==> config.mk <==
export PLATFORM = sky130hd
export DESIGN_NAME = issue_select
export DESIGN_NICKNAME = d
export VERILOG_FILES = /design/src/rtl/issue_select_pkg.sv /design/src/rtl/issue_select_rr_arbiter.sv /design/src/rtl/issue_select.sv
export SDC_FILE = /design/constraint.sdc
export NUM_CORES = 1
export LEC_CHECK = 0
export CAP_MARGIN = 5
export CORE_ASPECT_RATIO = 0.8
export CORE_MARGIN = 5
export CORE_UTILIZATION = 45
export CTS_CLUSTER_SIZE = 28
export DETAILED_ROUTE_END_ITERATION = 8
export PLACE_DENSITY_LB_ADDON = 0.2
export SETUP_SLACK_MARGIN = 0.1
export SLEW_MARGIN = 20
export SYNTH_ARGS = -nofsm -noshare
export SYNTH_HDL_FRONTEND = slang
export SYNTH_SLANG_ARGS = --single-unit
==> constraint.sdc <==
create_clock -name clk -period 3.8 [get_ports clk]
set_input_delay 0.95 -clock clk [delete_from_list [all_inputs] [get_ports clk]]
set_output_delay 0.95 -clock clk [all_outputs]
set_load 0.05 [all_outputs]
Figure 1. Wire density map.
(1 px per um) The die is cut into 22 by 18 equal tiles; dark purple is low, yellow is high, scaled to the fullest tile. Values are wire area over tile area, all layers added.
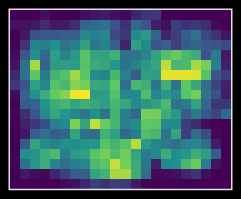
tiles over half the peak	35%
nearly empty tiles	12%
densest ninth of the die	center
fullest tile	0.59
mean over tiles	0.22
total global-route track usage: 26.39%
WL per Instance: 22.40 um
vias: 14,954
Detailed Route WL: 53,390 um

Figure 2. Logic cells by family.
(1.5 px per um)
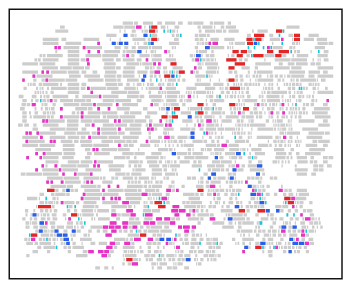
color	family	cells
magenta	and/or cells	178
cyan	inv cells	69
red	fa/ha/maj cells	46
blue	non-inverting ao/oa cells	54
non-filler instance count after layout: 2,384
Comb area share: 53.51%

Figure 3. Signal wires by layer.
(1.5 px per um) Two of the layers only.
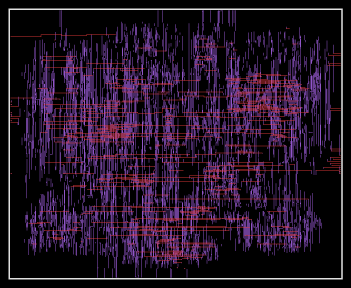
color	layer	wire length
purple	M2	23.1 mm
red	M3	5,060 um

Figure 4. Layout detail.
Region (95, 74) to (125, 104) um. Cells in gray, sequential cells in the stronger gray; small squares are vias.
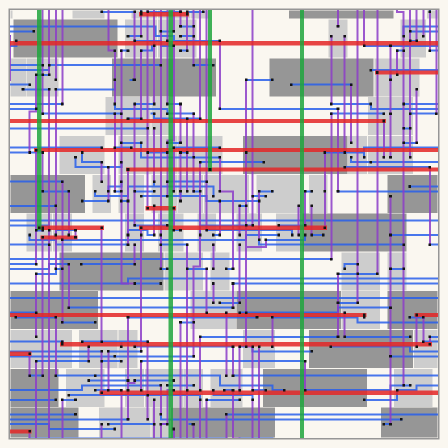
color	layer
red	M3
purple	M2
blue	M1
green	M4
cells with their middle in the window	59
most frequent	dfxtp_1 (14), nor2_1 (11)
sequential cells in the window	14

==> results.sh <==
# yosys + openroad results
export IMPL_grt_max_degree=32
export IMPL_met1_usage_pct=38.62
export IMPL_cts_root_buffer="clkbuf_16"
export IMPL_required_ps=4280
export IMPL_rsz0062_at_grt="yes"
export IMPL_grtUsageMet3_pct=5.238
export IMPL_drc=0
export IMPL_grt_pass1_wl_um=82980
export IMPL_pg_comb_mw=8.02
export IMPL_yosys_area_um2=16010
export IMPL_relSlewSlack_pct=39.34
export IMPL_ys_seq_share_pct=32.38
export IMPL_die_height_um=178.7
export IMPL_hp_class="reg -> reg"
export IMPL_layout_area_comb_um2=10720
export IMPL_wl_met2_um=23070
export IMPL_post_route_min_period_ps=3626
export IMPL_overflow=0
export IMPL_p_leak_nw=7.535
export IMPL_top_cells_by_count="nand2_1 (143), nor2_1 (128), edfxtp_1 (104)"
export IMPL_cpLargestDelayFamily="simple AND/OR/NAND/NOR gates"
export IMPL_power_switching_mw=5.669
export IMPL_clock_latency_ps=540
export IMPL_cts_sinks=207
export IMPL_met2_usage_pct=40.97
export IMPL_hold_violations=0
export IMPL_syn_avg_cell_area_um2=9.728
export IMPL_n_fill_cell=3098
export IMPL_vdd_drop_max_v=0.0003801
export IMPL_logic_family="simple AND/OR/NAND/NOR gates"
export IMPL_clkTransAtPathRegs_ps=70
export IMPL_synthCells=1646
export IMPL_power_leader="combinational cells"
export IMPL_ys_sh_aoi_pct=14.46
export IMPL_log_warning_count=41
export IMPL_mux_share_pct=20.11
export IMPL_finalMaxSlewViolations=0
export IMPL_inverters=69
export IMPL_post_synth_top_count_cell="nand2_1"
export IMPL_p_seq_mw=3.08
export IMPL_top_usage_layer="met2"
export IMPL_dp_hpwl_um=40710
export IMPL_largestClassByArea="logic gates"
export IMPL_worst_path_max_delay_cell="mux4_2"
export IMPL_arrival_ps=4100
export IMPL_lay_top_count="buf_4"
export IMPL_path_class="in -> reg"
export IMPL_vias_per_cell=6.273
export IMPL_ys_sh_simple_pct=23.40
export IMPL_crit_fanout=4
export IMPL_largest_area_cell="edfxtp_1"
export IMPL_dpl_worst_slack_ps=-706.8
export IMPL_areaGrowthSynthToFinish_pct=25.07
export IMPL_cp_start_kind="input pin"
export IMPL_cp_end_kind="flip-flop"
export IMPL_n_all_buffers=310
export IMPL_final_nets=1971
export IMPL_post_cts_resized=47
export IMPL_path_buffers=3
export IMPL_cp_depth=14
export IMPL_pwr_share_clk_pct=16.7
export IMPL_antenna_cells=0
export IMPL_cellInternalPower_mw=7.651
export IMPL_ff2ff_setup_slack_ps=220
export IMPL_cts_buffer_depth=3
export IMPL_hold_depth=2
export IMPL_setup_tns_final_ps=0
export IMPL_logic_gate_count=1286
export IMPL_finalSetupViolations=0
export IMPL_drt_met1_wl_um=23980
export IMPL_cts_setup_buffers=6
export IMPL_drtPass1Iterations=5
export IMPL_status="completed"
export IMPL_clkbuf_count=30
export IMPL_cts_hold_buffers=0
export IMPL_seqCellArea_um2=5186
export IMPL_fin_crit_sh_pct=95.42
export IMPL_die_area_um2=39480
==> cells by family after synthesis <==
logic type	Yosys count
xor gates and xnor gates	39
DFF	207
and+or+nand+nor	670
muxes	191
buffers and inverters	153
adders and majority gates	46
AOI/OAI and AO/OA	340
==> stage by stage <==
stage | util (%) | cell area (um2) | power (mW) | instances
after floorplan | - | 16110 | 7.833 | 1646
after global placement | 53.68 | 18770 | 10.43 | 2323
after detailed placement | 53.68 | 18770 | 10.47 | 2323
after CTS | 56.55 | 19770 | 13.07 | 2369
after global routing | 57.29 | 20030 | 14.11 | 2384
final | 57.29 | 20030 | 13.32 | 2384
Power is estimated from default activity; no workload was simulated.
